==> config.mk <==
export PLATFORM = sky130hd
export DESIGN_NAME = mux_nx1_stream
export DESIGN_NICKNAME = d
export VERILOG_FILES = /design/src/rtl/mux_nx1_stream.sv
export SDC_FILE = /design/constraint.sdc
export NUM_CORES = 1
export LEC_CHECK = 0
export CORE_MARGIN = 2
export CORE_UTILIZATION = 55
export CTS_CLUSTER_SIZE = 8
export DETAILED_ROUTE_END_ITERATION = 16
export DONT_BUFFER_PORTS = 1
export GPL_ROUTABILITY_DRIVEN = 0
export GPL_TIMING_DRIVEN = 0
export PLACE_DENSITY = 0.73
export SETUP_SLACK_MARGIN = 0.2
export SLEW_MARGIN = 20
export SYNTH_ARGS = -nofsm -noshare
export SYNTH_HDL_FRONTEND = slang
export SYNTH_SLANG_ARGS = --single-unit
==> constraint.sdc <==
create_clock -name clk -period 2.9 [get_ports clk]
set_clock_uncertainty 0.15 [all_clocks]
set_input_delay 0.58 -clock clk [delete_from_list [all_inputs] [get_ports clk]]
set_output_delay 0.58 -clock clk [all_outputs]
set_load 0.01 [all_outputs]
Figure 1. Routed metal, one color a layer (run 1).
Scale: 6 px per um. Two of the layers only.
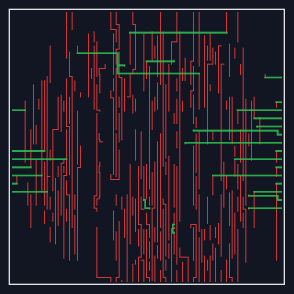
Key: M2 = red [wire length 1430 um]; M3 = green [wire length 168 um]
Total Routing Usage GR: 24.06%
DR vias: 943

Figure 2. Pin map (run 1).
Scale: 10 px per um. Pins as bars across the die edge, other pins in gray.
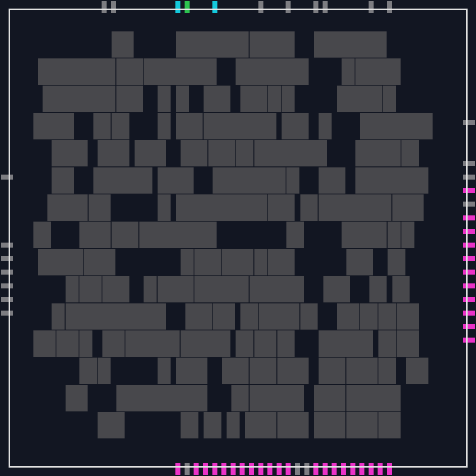
Key: in_data = magenta [pins 32, direction input, edge 21 bottom, 11 right]; out_src = cyan [pins 2, direction output, edge top]; reset = green [pins 1, direction input, edge top]
All pins by edge: 24 bottom, 15 right, 11 top, 7 left.
number of port buffers: 0
die width: 45.61 um
DIE HEIGHT: 45.61 um

Figure 3. Cell outlines without signal wires (run 1).
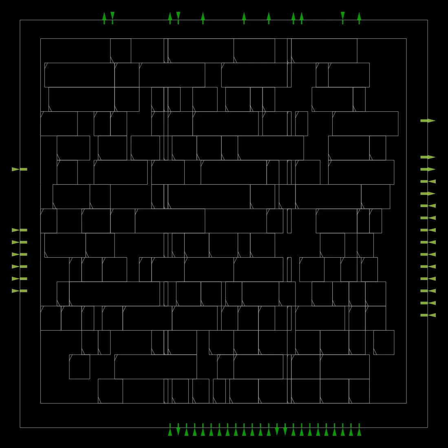
flop count: 13
core area: 0.001670 mm^2

==> run_results.csv, run 1 <==
group,metric,value,unit
setup_path,r2r_slack,390,ps
routing,dr.pass1.iters,4,
synth,ys_area,952.2,um^2
place,hpwl,1822,um
final_layout,largest_reg_flops,8,
synth,netlist_instances,116,
global_routing,first_global_vias,870,
global_routing,grt_max_degree,11,
pwr,switchingPower,182.4,uW
final_layout,lay_top_count,"a21oi_1",
synth,synthTopLogicFamily,"AND-OR/OR-AND gates",
synth,avgSynthCellArea,8.208,um^2
final_layout,final-comb-area,714.4,um^2
synth,ys_ff,13,
routing,post_drt_wl_per_cell,17.33,um
final_layout,syn_to_final_growth,24.31,%
synth,synth_cell_types,35,
synth,yosysCellCount,116,
die,fp_util,57.00,%
clock_tree,htreeDepth,1,
min_path,holdPathStages,2,
die,boundaryPins,57,
synth,synth.cellmix.simpleShare,22.73,%
pwr,swShare,34.08,%
synth,largest_area_cell,"dfxtp_1",
routing,ant_nets,0,
routing,wl,2530,um
routing,drcViolationCount,0,
synth,area_leaders,"dfxtp_1, a211oi_2, nor2b_1, a221oi_1, a21oi_1",
setup_path,path_max_fanout,4,
clock_tree,cts_buffers,3,
place,place_inst,133,
clock_tree,cts-root-buf,"clkbuf_4",
sta,rsz0062_at_grt,"false",
setup_path,crit_path_start_kind,"primary input",
synth,syn-cell-area,952.2,um^2
die,die_area,0.002080,mm^2
synth,async_flop_share,0,%
clock_tree,cts_buffer_depth,2,
synth,synth-compound-area-share,33.90,%
routing,viasPerCell,6.459,
sta,maxSlewViolCount,0,
sta,fin_hold_ws,365.0,ps
die,rows,15,
pwr,power_frac_seq,41.0,%
synth,flop_cell,"dfxtp_1",
clock_tree,insertion_delay,270,ps
synth,adder_share,5.256,%
flow_run,max_cap_viol_count,0,
pwr,p_comb_share,38.4,%
final_layout,drive_above_1_share,34.88,%
min_path,hold_class,"in -> reg",
final_layout,n_antenna_cell,0,
final_layout,stdcell_count,146,
final_layout,final-seq-area,262.8,um^2
synth,yosysWarnings,0,
flow_run,warnings,31,
synth,synthMuxAreaShare,5.519,%
global_routing,antenna_found_initial,0,
synth,synth_nets,162,
outcome,outcome,"complete, no violations",
setup_path,crit_type,"in -> out",
sta,setup_viol,0,
final_layout,fillers,136,
setup_path,cp-end-kind,"output pin",
sta,finalHoldViolations,0,
pwr,ir_drop,488.1,uV
pwr,leakage,0.4486,nW
sta,max_freq,376.6,MHz
## run 1: synthesized netlist by cell type, types with 2 or more instances
| cell | number |
|---|---|
| a211oi_1 | 3 |
| a211oi_2 | 5 |
| a21o_1 | 2 |
| a21oi_1 | 12 |
| a221oi_1 | 7 |
| and2_1 | 4 |
| clkbuf_1 | 4 |
| dfxtp_1 | 13 |
| ha_1 | 4 |
| inv_1 | 5 |
| mux2_2 | 2 |
| mux2i_1 | 3 |
| nand2_1 | 3 |
| nand4_1 | 2 |
| nor2_1 | 11 |
| nor2b_1 | 10 |
| nor3_1 | 7 |
| o21ai_0 | 2 |
## run 1: critical path, cell delays in order
cell	delay (ps)
mux2_2	320
a21oi_2	210
a31o_2	210
inv_2	80
ha_2	180
buf_8	120
buf_8	100
and2_4	130
## run 1: per-stage QoR
stage / area [um^2] / setup TNS, ps / total power [mW] / setup slack (ps)
3_3_place_gp: 994.7 / -45.74 / 0.3763 / -29.27
3_5_place_dp: 994.7 / -323.8 / 0.3814 / -69.64
4_1_cts: 1104 / 0 / 0.5118 / 186.8
2_1_floorplan: 973.4 / 0 / 0.3518 / 172.3
6_report: 1184 / 0 / 0.5351 / 244.7
5_1_grt: 1184 / 0 / 0.5648 / 198.3
## run 1: repair_timing
action,4_1_cts,5_1_grt
gates resized,14,15
setup endpoints to repair,6,11
setup buffers,5,4
endpoints found under the hold margin,0,0
pin swaps,3,5
## run 1: routing by layer
layer  GRT usage, %  wire [um]
met5              0          0
met4          1.765          0
met3          9.127        168
met2          45.07       1430
met1          26.33        932
## run 1: cell families after synthesis
logic type      after synthesis
compound gates               41
fa+ha+maj                     4
buf+inv                      12
flops                        13
mux                           5
simple gates                 41
## run 1: power by group through the flow
stage	Sequential, mW	Clock, mW	Combinational (mW)
2_1_floorplan	0.219	0	0.133
3_3_place_gp	0.222	0	0.154
3_5_place_dp	0.223	0	0.159
4_1_cts	0.219	0.113	0.180
5_1_grt	0.222	0.121	0.222
6_report	0.219	0.110	0.205
## run 1: cell type report
type | count | area share, %
Clock buffer | 4 | 2.220
Buffer | 7 | 6.131
Sequential cell | 13 | 22.20
Inverter | 5 | 1.586
Tap cell | 17 | 1.797
Multi-Input combinational cell | 91 | 60.36
Timing Repair Buffer | 9 | 5.708
Figure 4. Met2 routing (run 1).
Scale: 10 px per um.
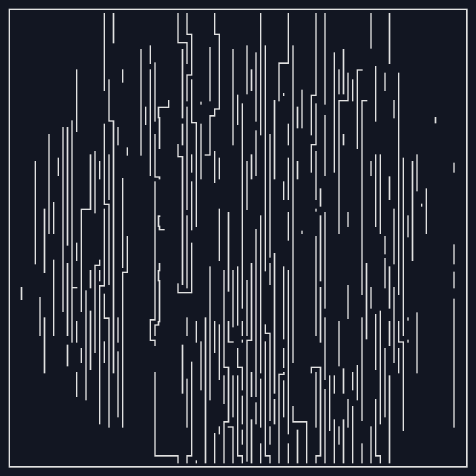

==> run 2: changes to the inputs <==
Settings changed: CORE_UTILIZATION 55 to 30, PLACE_DENSITY 0.73 to not set.
Figure 5. Met2 routing (run 2).
Scale: 8 px per um.
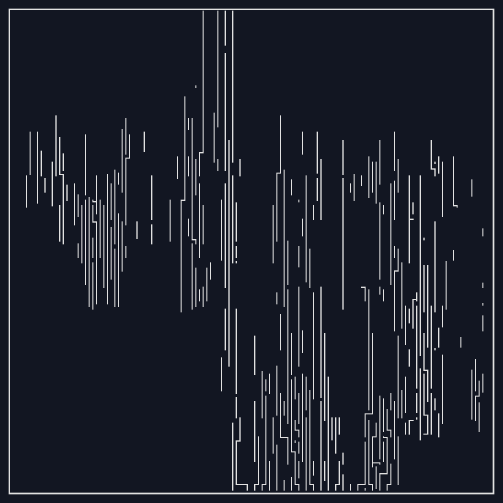
The layer holds 50% of the routed length. The longest straight run is 28.2 um.
DR vias: 961
final WL: 2671 um

==> run 2 against run 1 <==
Via count is 1.9% higher. Fmax is 0.28% lower. Clock power about the same. Sequential power is essentially flat. Highest routed layer is now met4.
==> run_results.csv, run 2 <==
group,metric,value,unit
outcome,outcome,"complete, no violations",
setup_path,cp_data_arrival_time,1930,ps
setup_path,cp-end-kind,"output pin",
synth,yosysWarnings,0,
final_layout,drive_above_1_share,32.81,%
setup_path,path_max_fanout,4,
place,place_ws,-65.47,ps
clock_tree,clock_sinks,13,
setup_path,r2r_cells,11,
die,core-area,0.003028,mm^2
sta,final.period_utilization,91.82,%
pwr,p_comb_share,37.7,%
sta,tightest_slew,593.5,ps
pwr,p_int,351.1,uW
clock_tree,htreeDepth,1,
final_layout,stdcell_count,172,
pwr,leakage,0.4474,nW
routing,drt-initial-drc-count,56,
routing,dr.pass1.iters,4,
final_layout,n_antenna_cell,0,
sta,setup_viol,0,
pwr,power_frac_seq,41.7,%
sta,rsz0062_at_grt,"true",
global_routing,antenna_found_initial,0,
synth,ys_ff,13,
pwr,ir_drop,136.1,uV
final_layout,finalCoreUtilization,39.96,%
final_layout,fin_nets,175,
setup_path,crit_required,2170,ps
sta,finalHoldViolations,0,
sta,slew_headroom,59.88,%
sta,max_freq,375.6,MHz
global_routing,grt_usage,15.02,%
synth,top_cell_area_share,27.33,%
routing,ant_nets,0,
synth,avgSynthCellArea,8.208,um^2
global_routing,grt_max_degree,11,
place,hpwl,2037,um
pwr,swShare,33.67,%
sta,fin_hold_ws,357.3,ps
synth,netlist_instances,116,
global_routing,grt-ovfl-total,0,
routing,drcViolationCount,0,
synth,yosysMostFrequentCell,"dfxtp_1",
synth,top_cells_by_count,"dfxtp_1, a21oi_1, nor2_1",
flow_run,warnings,32,
final_layout,lay_top_count,"a21oi_1",
pwr,power.density,437.5,mW/mm^2
synth,synth-edff-count,0,
place,io_buffers,0,
die,rows,20,
clock_tree,insertion_delay,280,ps
final_layout,syn_to_final_growth,27.07,%
synth,area_leaders,"dfxtp_1, a211oi_2, nor2b_1, a221oi_1, a21oi_1",
final_layout,largest_reg_flops,8,
min_path,hold_class,"in -> reg",
pwr,power.total,529.3,uW
final_layout,lay_top_cells,"a21oi_1, nor2_1, dfxtp_1",
sta,setup_ws,237.3,ps
synth,async_flop_share,0,%
routing,post_drt_wl_per_cell,15.53,um
die,die_w,60.34,um
setup_path,r2r_slack,420,ps
synth,synth_nets,162,
flow_run,max_cap_viol_count,0,
synth,synth_cell_types,35,
clock_tree,cts-root-buf,"clkbuf_4",
setup_path,crit_path_start_kind,"register",
place,place_inst,160,
pwr,switchingPower,178.2,uW
die,fp.dieH,60.34,um
sta,maxSlewViolCount,0,
clock_tree,cts_buffers,3,
clock_tree,clk_pin_slew,80,ps
synth,largest_area_cell,"dfxtp_1",
routing,viasPerCell,5.587,
synth,ys_area,952.2,um^2
synth,syn-cell-area,952.2,um^2
clock_tree,cts_buffer_depth,2,
die,die_area,0.003640,mm^2
die,boundaryPins,57,
die,fp_util,31.45,%
synth,flop_cell,"dfxtp_1",
global_routing,first_global_vias,988,
min_path,holdPathStages,2,
synth,yosysCellCount,116,
setup_path,crit_type,"reg -> out",
==> run 2: critical path: stages (launching register included) <==
cell	delay, ps
dfxtp_2	340
buf_4	140
a21boi_0	190
o22ai_1	120
a31o_4	250
inv_2	80
ha_2	190
buf_8	100
clkbuf_16	110
and2_4	140
==> run 2: metrics by stage <==
step | setup TNS [ps] | instance area [um^2]
2_1_floorplan | 0 | 973.4
5_1_grt | 0 | 1210
3_5_place_dp | -191.6 | 1028
3_3_place_gp | -19.55 | 1028
4_1_cts | 0 | 1156
6_report | 0 | 1210
==> run 2: power groups by stage <==
stage	Clock [mW]	Sequential, mW	Combinational, mW
detailed placement	0	0.224	0.161
global placement	0	0.223	0.156
CTS	0.113	0.220	0.185
finish	0.109	0.221	0.200
global route	0.121	0.224	0.220
floorplan	0	0.219	0.133
==> run 2: layer usage <==
metal | part of all wire, % | up-vias | GRT usage, %
li1 | - | 457 | -
met1 | 39 | 452 | 16.58
met2 | 49 | 48 | 26.86
met3 | 11 | 4 | 5.757
met4 | 1.2 | 0 | 4.127
met5 | 0 | - | 0
==> run 2: area by class of cell <==
| class | instances | area [um^2] |
|---|---|---|
| Fill cell | 324 | 1818 |
| Multi-Input combinational cell | 91 | 704.4 |
| Sequential cell | 13 | 262.8 |
| Buffer | 7 | 82.58 |
| Timing Repair Buffer | 8 | 60.06 |
| Tap cell | 44 | 55.05 |
| Clock buffer | 4 | 26.28 |
| Inverter | 5 | 18.77 |
==> run 2: kinds of logic (layout without fill, tap and decap cells) <==
group	after synthesis	count (layout)	share of synthesized area (%)
AOI/OAI and AO/OA	41	41	33.90
and+or+nand+nor	41	41	22.73
DFF	13	13	27.33
buffers and inverters	12	24	5.255
muxes	5	5	5.519
adders and majority gates	4	4	5.256
==> run 2: repair_timing <==
item	in CTS	in global routing
gates resized	17	9
endpoints found under the setup margin	5	11
buffers inserted	4	4
pin swaps	3	3
hold buffers	0	0
No activity file was given, so power comes from the tool's default toggle rates.
